--- config.mk ---
export PLATFORM = sky130hd
export DESIGN_NAME = alu_cmd_issuer_flat
export DESIGN_NICKNAME = d
export VERILOG_FILES = /design/src/rtl/alu_cmd_issuer_if.sv /design/src/rtl/alu_cmd_issuer.sv /design/src/flat_wrapper.sv
export SDC_FILE = /design/constraint.sdc
export NUM_CORES = 1
export LEC_CHECK = 0
export CAP_MARGIN = 20
export CORE_ASPECT_RATIO = 0.6
export CORE_MARGIN = 2
export CORE_UTILIZATION = 50
export DETAILED_ROUTE_END_ITERATION = 8
export PLACE_DENSITY = 0.84
export REMOVE_ABC_BUFFERS = 1
export SLEW_MARGIN = 20
export SYNTH_ARGS = -nofsm -noshare
export SYNTH_HDL_FRONTEND = slang
export SYNTH_SLANG_ARGS = --single-unit
export TNS_END_PERCENT = 5
--- constraint.sdc ---
create_clock -name clk -period 5.95 [get_ports clk]
set_input_delay 1.4875 -clock clk [delete_from_list [all_inputs] [get_ports clk]]
set_output_delay 1.4875 -clock clk [all_outputs]
set_load 0.01 [all_outputs]
--- src/rtl/alu_cmd_issuer_if.sv ---
// Bundles the upstream command, MY_DESIGN issue and downstream result channels.
// The master modport is the issuer's view; slave is the surrounding environment.
interface alu_cmd_issuer_if #(parameter int DEPTH = 4);
   logic                   cmd_valid;
   logic                   cmd_ready;
   logic [2:0]             cmd_op;
   logic [31:0]            cmd_a;
   logic [31:0]            cmd_b;
   logic                   alu_valid;
   logic [2:0]             alu_ctrl;
   logic [31:0]            alu_a;
   logic [31:0]            alu_b;
   logic [31:0]            alu_out;
   logic                   res_valid;
   logic                   res_ready;
   logic [2:0]             res_op;
   logic [31:0]            res_data;
   logic [$clog2(DEPTH):0] cmd_count;

   modport master (
      input  cmd_valid, cmd_op, cmd_a, cmd_b, alu_out, res_ready,
      output cmd_ready, alu_valid, alu_ctrl, alu_a, alu_b,
             res_valid, res_op, res_data, cmd_count
   );

   modport slave (
      output cmd_valid, cmd_op, cmd_a, cmd_b, alu_out, res_ready,
      input  cmd_ready, alu_valid, alu_ctrl, alu_a, alu_b,
             res_valid, res_op, res_data, cmd_count
   );
endinterface

--- src/rtl/alu_cmd_issuer.sv ---
// Buffers {op, A, B} commands in a small FIFO, issues each one to MY_DESIGN and
// returns the captured {op, result} downstream.
//
// state   | meaning
// IDLE    | nothing in flight, waiting for a buffered command
// ISSUE   | alu_valid high for one cycle; MY_DESIGN latches ctrl at its end
// CAPTURE | operands still driven so the live ALU output is valid; register it
// RESP    | res_valid high, result held until downstream accepts
module alu_cmd_issuer #(
   parameter int DEPTH = 4
) (
   input  logic              clk,
   input  logic              rst_n,
   alu_cmd_issuer_if.master  bus
);
   localparam int AW = $clog2(DEPTH);
   localparam int CW = AW + 1;

   typedef enum logic [1:0] {
      S_IDLE    = 2'd0,
      S_ISSUE   = 2'd1,
      S_CAPTURE = 2'd2,
      S_RESP    = 2'd3
   } state_t;

   state_t        state;
   state_t        state_nxt;

   logic [2:0]    fifo_op [DEPTH];
   logic [31:0]   fifo_a  [DEPTH];
   logic [31:0]   fifo_b  [DEPTH];
   logic [AW-1:0] wr_ptr;
   logic [AW-1:0] rd_ptr;
   logic [CW-1:0] count;
   logic          push;
   logic          pop;

   logic [2:0]    op_r;
   logic [31:0]   a_r;
   logic [31:0]   b_r;
   logic [2:0]    res_op_r;
   logic [31:0]   res_data_r;

   assign bus.cmd_ready = (count != CW'(DEPTH));
   assign push          = bus.cmd_valid && bus.cmd_ready;

   // Storage needs no reset: occupancy alone decides what is valid.
   always_ff @(posedge clk) begin
      if (push) begin
         fifo_op[wr_ptr] <= bus.cmd_op;
         fifo_a[wr_ptr]  <= bus.cmd_a;
         fifo_b[wr_ptr]  <= bus.cmd_b;
      end
   end

   always_ff @(posedge clk or negedge rst_n) begin
      if (!rst_n) begin
         wr_ptr <= '0;
         rd_ptr <= '0;
         count  <= '0;
      end else begin
         if (push) wr_ptr <= wr_ptr + AW'(1);
         if (pop)  rd_ptr <= rd_ptr + AW'(1);
         if (push && !pop)      count <= count + CW'(1);
         else if (pop && !push) count <= count - CW'(1);
      end
   end

   always_ff @(posedge clk or negedge rst_n) begin
      if (!rst_n) state <= S_IDLE;
      else        state <= state_nxt;
   end

   always_comb begin
      state_nxt = state;
      pop       = 1'b0;
      case (state)
         S_IDLE: begin
            if (count != '0) begin
               pop       = 1'b1;
               state_nxt = S_ISSUE;
            end
         end
         S_ISSUE:   state_nxt = S_CAPTURE;
         S_CAPTURE: state_nxt = S_RESP;
         S_RESP: begin
            if (bus.res_ready) begin
               if (count != '0) begin
                  pop       = 1'b1;
                  state_nxt = S_ISSUE;
               end else begin
                  state_nxt = S_IDLE;
               end
            end
         end
         default: state_nxt = S_IDLE;
      endcase
   end

   // Operand registers drive MY_DESIGN directly, so they stay put through CAPTURE.
   always_ff @(posedge clk or negedge rst_n) begin
      if (!rst_n) begin
         op_r       <= '0;
         a_r        <= '0;
         b_r        <= '0;
         res_op_r   <= '0;
         res_data_r <= '0;
      end else begin
         if (pop) begin
            op_r <= fifo_op[rd_ptr];
            a_r  <= fifo_a[rd_ptr];
            b_r  <= fifo_b[rd_ptr];
         end
         if (state == S_CAPTURE) begin
            res_op_r   <= op_r;
            res_data_r <= bus.alu_out;
         end
      end
   end

   assign bus.alu_valid = (state == S_ISSUE);
   assign bus.alu_ctrl  = op_r;
   assign bus.alu_a     = a_r;
   assign bus.alu_b     = b_r;
   assign bus.res_valid = (state == S_RESP);
   assign bus.res_op    = res_op_r;
   assign bus.res_data  = res_data_r;
   assign bus.cmd_count = count;

endmodule

--- src/flat_wrapper.sv ---
// flat-port wrapper written by rule: the top's interface ports become plain ports
module alu_cmd_issuer_flat 
#(
   parameter int DEPTH = 4
)
  (clk, rst_n, bus_cmd_valid, bus_cmd_op, bus_cmd_a, bus_cmd_b, bus_alu_out, bus_res_ready, bus_cmd_ready, bus_alu_valid, bus_alu_ctrl, bus_alu_a, bus_alu_b, bus_res_valid, bus_res_op, bus_res_data, bus_cmd_count);
  alu_cmd_issuer_if #(.DEPTH(DEPTH)) bus_i ();
  input  logic clk;
  input  logic rst_n;
  input wire logic [$bits(bus_i.cmd_valid)-1:0] bus_cmd_valid;
  input wire logic [$bits(bus_i.cmd_op)-1:0] bus_cmd_op;
  input wire logic [$bits(bus_i.cmd_a)-1:0] bus_cmd_a;
  input wire logic [$bits(bus_i.cmd_b)-1:0] bus_cmd_b;
  input wire logic [$bits(bus_i.alu_out)-1:0] bus_alu_out;
  input wire logic [$bits(bus_i.res_ready)-1:0] bus_res_ready;
  output wire logic [$bits(bus_i.cmd_ready)-1:0] bus_cmd_ready;
  output wire logic [$bits(bus_i.alu_valid)-1:0] bus_alu_valid;
  output wire logic [$bits(bus_i.alu_ctrl)-1:0] bus_alu_ctrl;
  output wire logic [$bits(bus_i.alu_a)-1:0] bus_alu_a;
  output wire logic [$bits(bus_i.alu_b)-1:0] bus_alu_b;
  output wire logic [$bits(bus_i.res_valid)-1:0] bus_res_valid;
  output wire logic [$bits(bus_i.res_op)-1:0] bus_res_op;
  output wire logic [$bits(bus_i.res_data)-1:0] bus_res_data;
  output wire logic [$bits(bus_i.cmd_count)-1:0] bus_cmd_count;
  assign bus_i.cmd_valid = bus_cmd_valid;
  assign bus_i.cmd_op = bus_cmd_op;
  assign bus_i.cmd_a = bus_cmd_a;
  assign bus_i.cmd_b = bus_cmd_b;
  assign bus_i.alu_out = bus_alu_out;
  assign bus_i.res_ready = bus_res_ready;
  assign bus_cmd_ready = bus_i.cmd_ready;
  assign bus_alu_valid = bus_i.alu_valid;
  assign bus_alu_ctrl = bus_i.alu_ctrl;
  assign bus_alu_a = bus_i.alu_a;
  assign bus_alu_b = bus_i.alu_b;
  assign bus_res_valid = bus_i.res_valid;
  assign bus_res_op = bus_i.res_op;
  assign bus_res_data = bus_i.res_data;
  assign bus_cmd_count = bus_i.cmd_count;
  alu_cmd_issuer #(.DEPTH(DEPTH)) u_core (.clk(clk), .rst_n(rst_n), .bus(bus_i));
endmodule
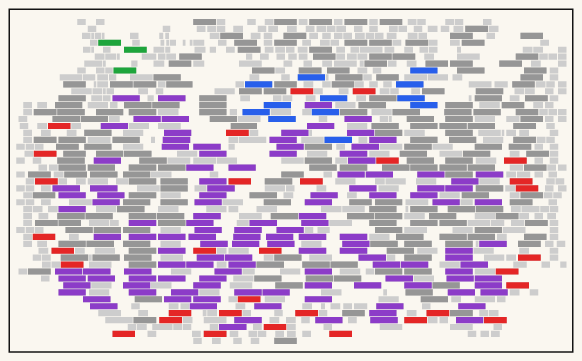
Run 1: where the registers sit
| signal | color | placed flops |
|---|---|---|
| `u_core.bus.cmd_count` | green | 3 |
| `u_core.fifo_b` | purple | 128 |
| `u_core.fifo_op` | blue | 12 |
| `u_core.bus.alu_b` | red | 32 |

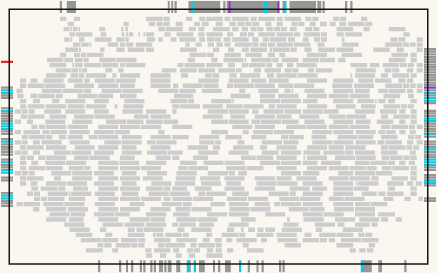
Run 1: pin placement
Pins as bars across the die edge, other pins in gray.
| port | color | pins | direction | edge |
|---|---|---|---|---|
| `bus_alu_ctrl` | purple | 3 | output | 2 north, 1 east |
| `bus_cmd_a` | cyan | 32 | input | 12 west, 12 east, 4 south, 4 north |
| `clk` | red | 1 | input | west |

==> ci_impl_report.md, run 1 <==
### Flow metrics

| Metric | Value |
|---|---|
| Status | `finished, final reports clean` |
| Worst VDD drop | `0.302 mV` |
| Die W | `221 um` |
| Global Route Usage Sum | `0.184` |
| Setup TNS | `0 ns` |
| #MultiIn Comb | `208` |
| Relative max-transition margin | `0.281` |
| Combinational cell fraction of total power | `0.321` |
| FILL cells | `1,900` |
| Inverters | `6` |
| Chip height | `134 um` |
| Syn_area_per_cell | `roughly 23 um^2` |
| Logic power comb | `3.01 mW` |
| Num rows | `roughly 47` |
| FFs & Latches | `379` |
| Multiplexer share of the synthesized area | `0.194` |
| Initial antenna violation count | `0` |
| Worst slack at placement | `1.75 ns` |
| DP Wirelength | `15,900 um` |
| Vias per cell | `5.31` |
| Seq power | `4.16 mW` |
| Data buffer area share | `0.121` |
| Worst-path clk slew | `roughly 0.060 ns` |
| FP Core Util | `0.509` |
| CTS Root Cell | `clkbuf_16` |
| Sequential share of power | `0.445` |
| Synthesis-to-finish area growth | `25.5%` |
| Post-CTS Resized | `0` |
| Buffers added on ports | `210` |
| Internal power | `around 6.7 mW` |
| Antenna Diode Count | `0` |
| CTS tree | `built` |
| Final Core Density | `0.638` |
| Largest cell class | `registers` |
| PwrDens | `approximately 530 nW/um^2` |
| Critical path launch point type | `input port` |
| Flops after synth | `between 300 and 400` |
| Top area cell types | `edfxtp_1, dfrtp_1, mux4_2` |
| Comb area leader | `multiplexers` |
| Element type at the critical path end | `register` |
| Top_reg_cell synth | `edfxtp_1` |
| Comb area share | `0.173` |
| Adder Share, Synth | `0.0103` |
| CP cell instances | `clkdlybuf4s50_1, a21oi_1, nor3_4, buf_4, mux2_2` |
| # clk buffers | `48` |
| Dominant cell type by area after synthesis | `edfxtp_1` |
| Num Clock Sinks | `379` |
| Hold_sp | `u_core.bus.alu_a[6]` |
| Static Leakage | `between 6 and 7 nW` |
| DIE AREA | `29,500 um^2` |
| Synth warnings | `0` |
| Drt total wl | `26,700 um` |
| Final-report max-slew violation count | `0` |
| Synth Instances | `620` |
| Post-route cell area | `17,600 um^2` |
| Max-Cap Viols | `0` |
| Clock group | `2.19 mW` |
| CP Max Fanout | `51` |
| CP max stage cell | `buf_4` |
| Number of flops mapped to enable cells by yosys | `268` |
| Initial DRC Count | `458` |
| Number of remaining DRC errors | `0` |
| Net Sw Power | `2.62 mW` |
| Tap Count | `367` |
| Clock share of power | `0.234` |
| FF-to-FF End | `u_core.bus.alu_b[23]` |
| Post-route minimum period | `approximately 3.7 ns` |
| CP Capture Point | `u_core.bus.alu_b[23]` |
| Xor/xnor share of the synthesized area | `0.00374` |
| FF+latch area | `10,800 um^2` |
| Reg-to-Reg Start | `u_core.state[1]` |
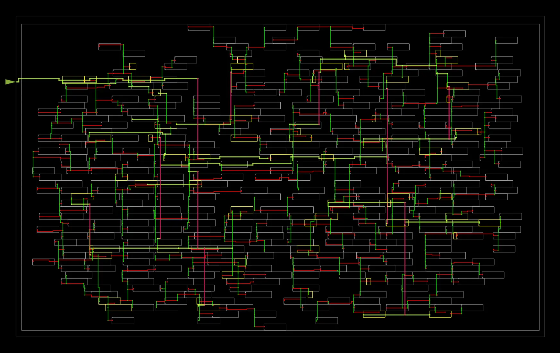
Run 1: clock nets
worst-skew pair later-pin latency: 0.52 ns
clk_skew: 0.0230 ns
total CTS buffers: 35

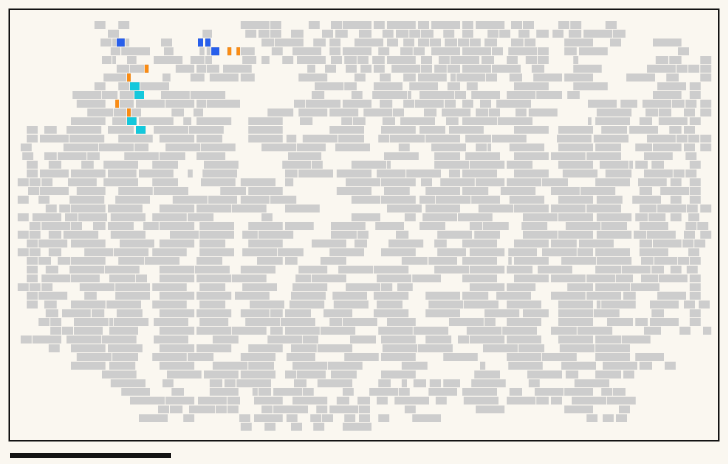
Run 1: logic cells by family
Scale bar: 50 um.
| family | color | cells | most used | where |
|---|---|---|---|---|
| inverters | orange | 6 | inv_1 | north-west |
| inverting AOI/OAI gates | blue | 4 | a21oi_1 | north-west |
| AND and OR gates | cyan | 4 | and2_4 | north-west |

run 1: state kept, by name (all words and copies together) (netlist names):
signal and cells:
u_core.fifo_a 128, u_core.fifo_b 128, u_core.bus.alu_a 32, u_core.bus.alu_b 32, u_core.bus.res_data 32, u_core.fifo_op 12
u_core.bus.alu_ctrl 3, u_core.bus.cmd_count 3, u_core.bus.res_op 3, u_core.rd_ptr 2, u_core.state 2, u_core.wr_ptr 2
run 1: layer usage:
layer  global-route usage  wire length, um
met3               0.0420             2180
met1                0.278            11600
met5                    0                0
met2                0.280            12500
met4               0.0404              318
Run 1, wiring by layer:
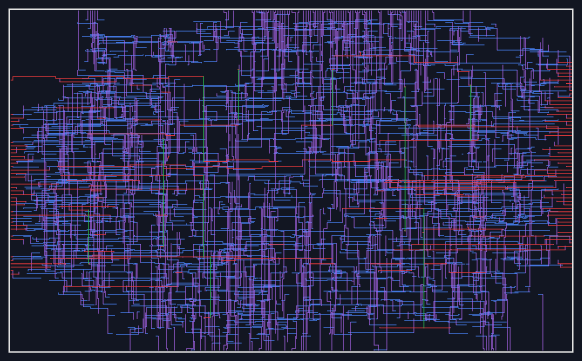

## Run 2: what changed since run 1
Settings changed: CORE_UTILIZATION 50 to 49, PLACE_DENSITY 0.84 to 0.85.
Clock period 5.95 ns to 3 ns, I/O delays scaled along.
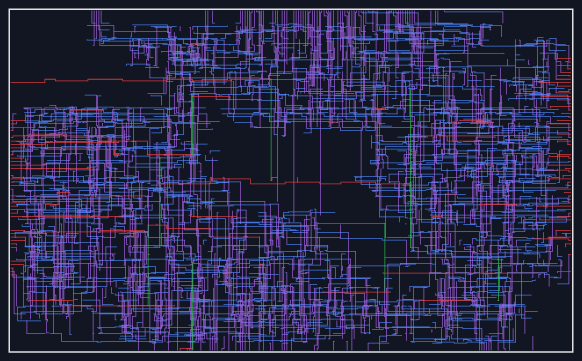
Run 2: wiring by layer
| layer | color | wire length |
|---|---|---|
| met2 | purple | 13,100 um |
| met1 | blue | 12,400 um |
| met3 | red | 1,670 um |
| met4 | green | 322 um |

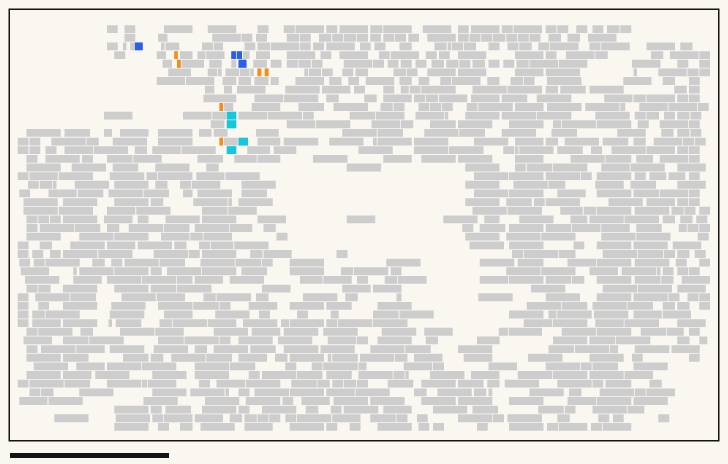
Run 2: logic cells by family
Scale bar: 50 um.
| family | color | cells | most used |
|---|---|---|---|
| inverters | orange | 6 | inv_1 |
| AND and OR gates | cyan | 4 | and2_4 |
| inverting AOI/OAI gates | blue | 4 | a21oi_1 |

==> ci_impl_report.md, run 2 <==
### Flow metrics

| Metric | Value |
|---|---|
| Buffer-and-inverter tally for the worst setup path | `2` |
| CP Max Fanout | `5 (-90%)` |
| Asr flop ratio synth | `0.293` |
| Reg-to-Reg Start | `u_core.state[1]` |
| Post-route ant nets | `0` |
| Chip height | `135 um (+0.99%)` |
| Max-Cap Viols | `0 (unchanged)` |
| Comb area share | `0.171 (-0.00206)` |
| Core box area | `27,900 um^2` |
| Initial antenna violation count | `2 (+2)` |
| #MultiIn Comb | `208 (unchanged)` |
| Data buffer area share | `0.135 (+0.0138)` |
| CP cell instances | `inv_1, ha_1, clkdlybuf4s50_1` |
| Hold WC Path Type | `in2async` |
| Static Leakage | `6.27 nW (+1.3%)` |
| Vias per cell | `5.39 (+1.4%)` |
| Top_reg_cell synth | `edfxtp_1` |
| Inverters | `6 (unchanged)` |
| FF+latch area | `10,800 um^2 (unchanged)` |
| Final Core Density | `0.641 (+0.00224)` |
| Status | `finished, final reports clean` |
| Setup TNS | `0 ns (unchanged)` |
| Post-route minimum period | `2.50 ns` |
| Post-route cell area | `17,900 um^2 (+1.2%)` |
| Post-CTS Resized | `0 (unchanged)` |
| Dominant cell type by area after synthesis | `edfxtp_1` |
| First-pass detailed-route iteration total | `4` |
| Total CTS buffers | `35 (unchanged)` |
| DIE AREA | `30,100 um^2 (+2.0%)` |
| Global Route Usage Sum | `0.184 (-0.000424)` |
| Worst-path clk slew | `0.06 ns (about the same)` |
| Hold WS | `0.176 ns` |
| Crit Path Class | `reg2out` |
| CTS Root Cell | `clkbuf_16` |
| FP Core Util | `0.504 (-0.00429)` |
| Largest stage delay, worst path | `0.53 ns` |
| Worst VDD drop | `0.586 mV (+94%)` |
| Cell variety after synth | `29` |
| Buffers added on ports | `210 (unchanged)` |
| Relative max-transition margin | `0.660 (+0.379)` |
| Fraction of layout cells with a size suffix above 1 | `0.279` |
| CP Capture Point | `bus_alu_valid` |
| PwrDens | `1050 nW/um^2 (+97%)` |
| Antenna Diode Count | `3 (+3)` |
| Critical path depth | `3` |
| Mapped Area | `around 14,000 um^2` |
| DP Wirelength | `17,400 um (+9.1%)` |
| H-tree depth | `2` |
| FF-to-FF End | `u_core.bus.cmd_count[1]` |
| Final Power | `18.7 mW` |
| Flops after synth | `379 (unchanged)` |
| Worst slack at placement | `0.285 ns (-1.47 ns)` |
| CTS tree | `built` |
| Element type at the critical path end | `output pin` |
| Final hold vios | `0` |
| Critical path launch point type | `register` |
| Sequential share of cell area | `0.607` |
| Syn_area_per_cell | `22.7 um^2 (unchanged)` |
| Synth Instances | `620 (unchanged)` |
| RSZ-0062 raised after global routing | `false` |
| Number of flops mapped to enable cells by yosys | `268 (unchanged)` |
| Tap Count | `367 (unchanged)` |
| Top-count cell post-synth | `edfxtp_1` |
| Regs by FF count | `u_core.fifo_a (128), u_core.fifo_b (128)` |
| Number of remaining DRC errors | `0 (unchanged)` |
| CP max stage cell | `clkdlybuf4s50_1` |
| Setup violators final | `0` |
| Synth warnings | `0 (unchanged)` |
| YS chip area | `14,100 um^2` |
| FILL cells | `1,874 (-1.4%)` |
| Drt total wl | `27,500 um (+2.9%)` |
| Synthesis-to-finish area growth | `27.0%` |
| Worst-skew pair later-pin latency | `0.52 ns (about the same)` |
| Top area cell types | `edfxtp_1, dfrtp_1, mux4_2` |
| Initial DRC Count | `404 (-12%)` |
| Die W | `223 um (+1.0%)` |
| Largest cell class | `registers` |
| Final-report max-slew violation count | `0 (unchanged)` |
| Num rows | `47 (unchanged)` |
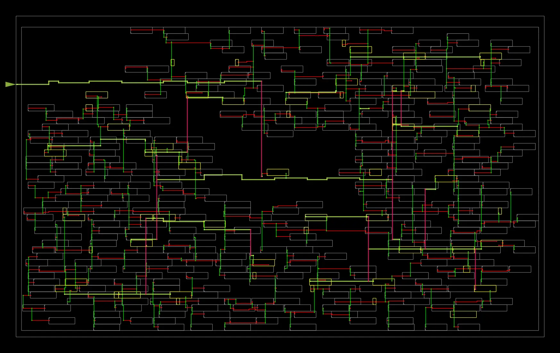
Run 2: clock nets
# clk buffers: 48
FFs & Latches: 379
Num Clock Sinks: 379
clk_skew: 0.0148 ns
Clock group: 4.18 mW

-- run 2: kinds of logic after synthesis --
family | after synthesis | synth area share
flip-flops | 379 | 0.770
XOR/XNOR | 6 | 0.00374
adder cells (fa/ha/maj) | 11 | 0.0103
buffers and inverters | 33 | 0.0139
AND-OR/OR-AND | 6 | 0.00303
multiplexers | 172 | 0.194
AND/OR/NAND/NOR | 13 | 0.00569
-- run 2: power by group --
part / leakage (nW) / switching, mW / internal [mW]
registers: 3.76 / 0.826 / 7.25
logic: 2.00 / 2.64 / 3.78
clock network: 0.511 / 1.80 / 2.38
total: 6.27 / 5.26 / 13.4
-- run 2: routing by layer --
layer  part of all wire  global-route usage
met1               0.45               0.263
met2               0.48               0.291
met3              0.061              0.0458
met4              0.012              0.0406
met5                  0                   0
Power is estimated from default activity; no workload was simulated.
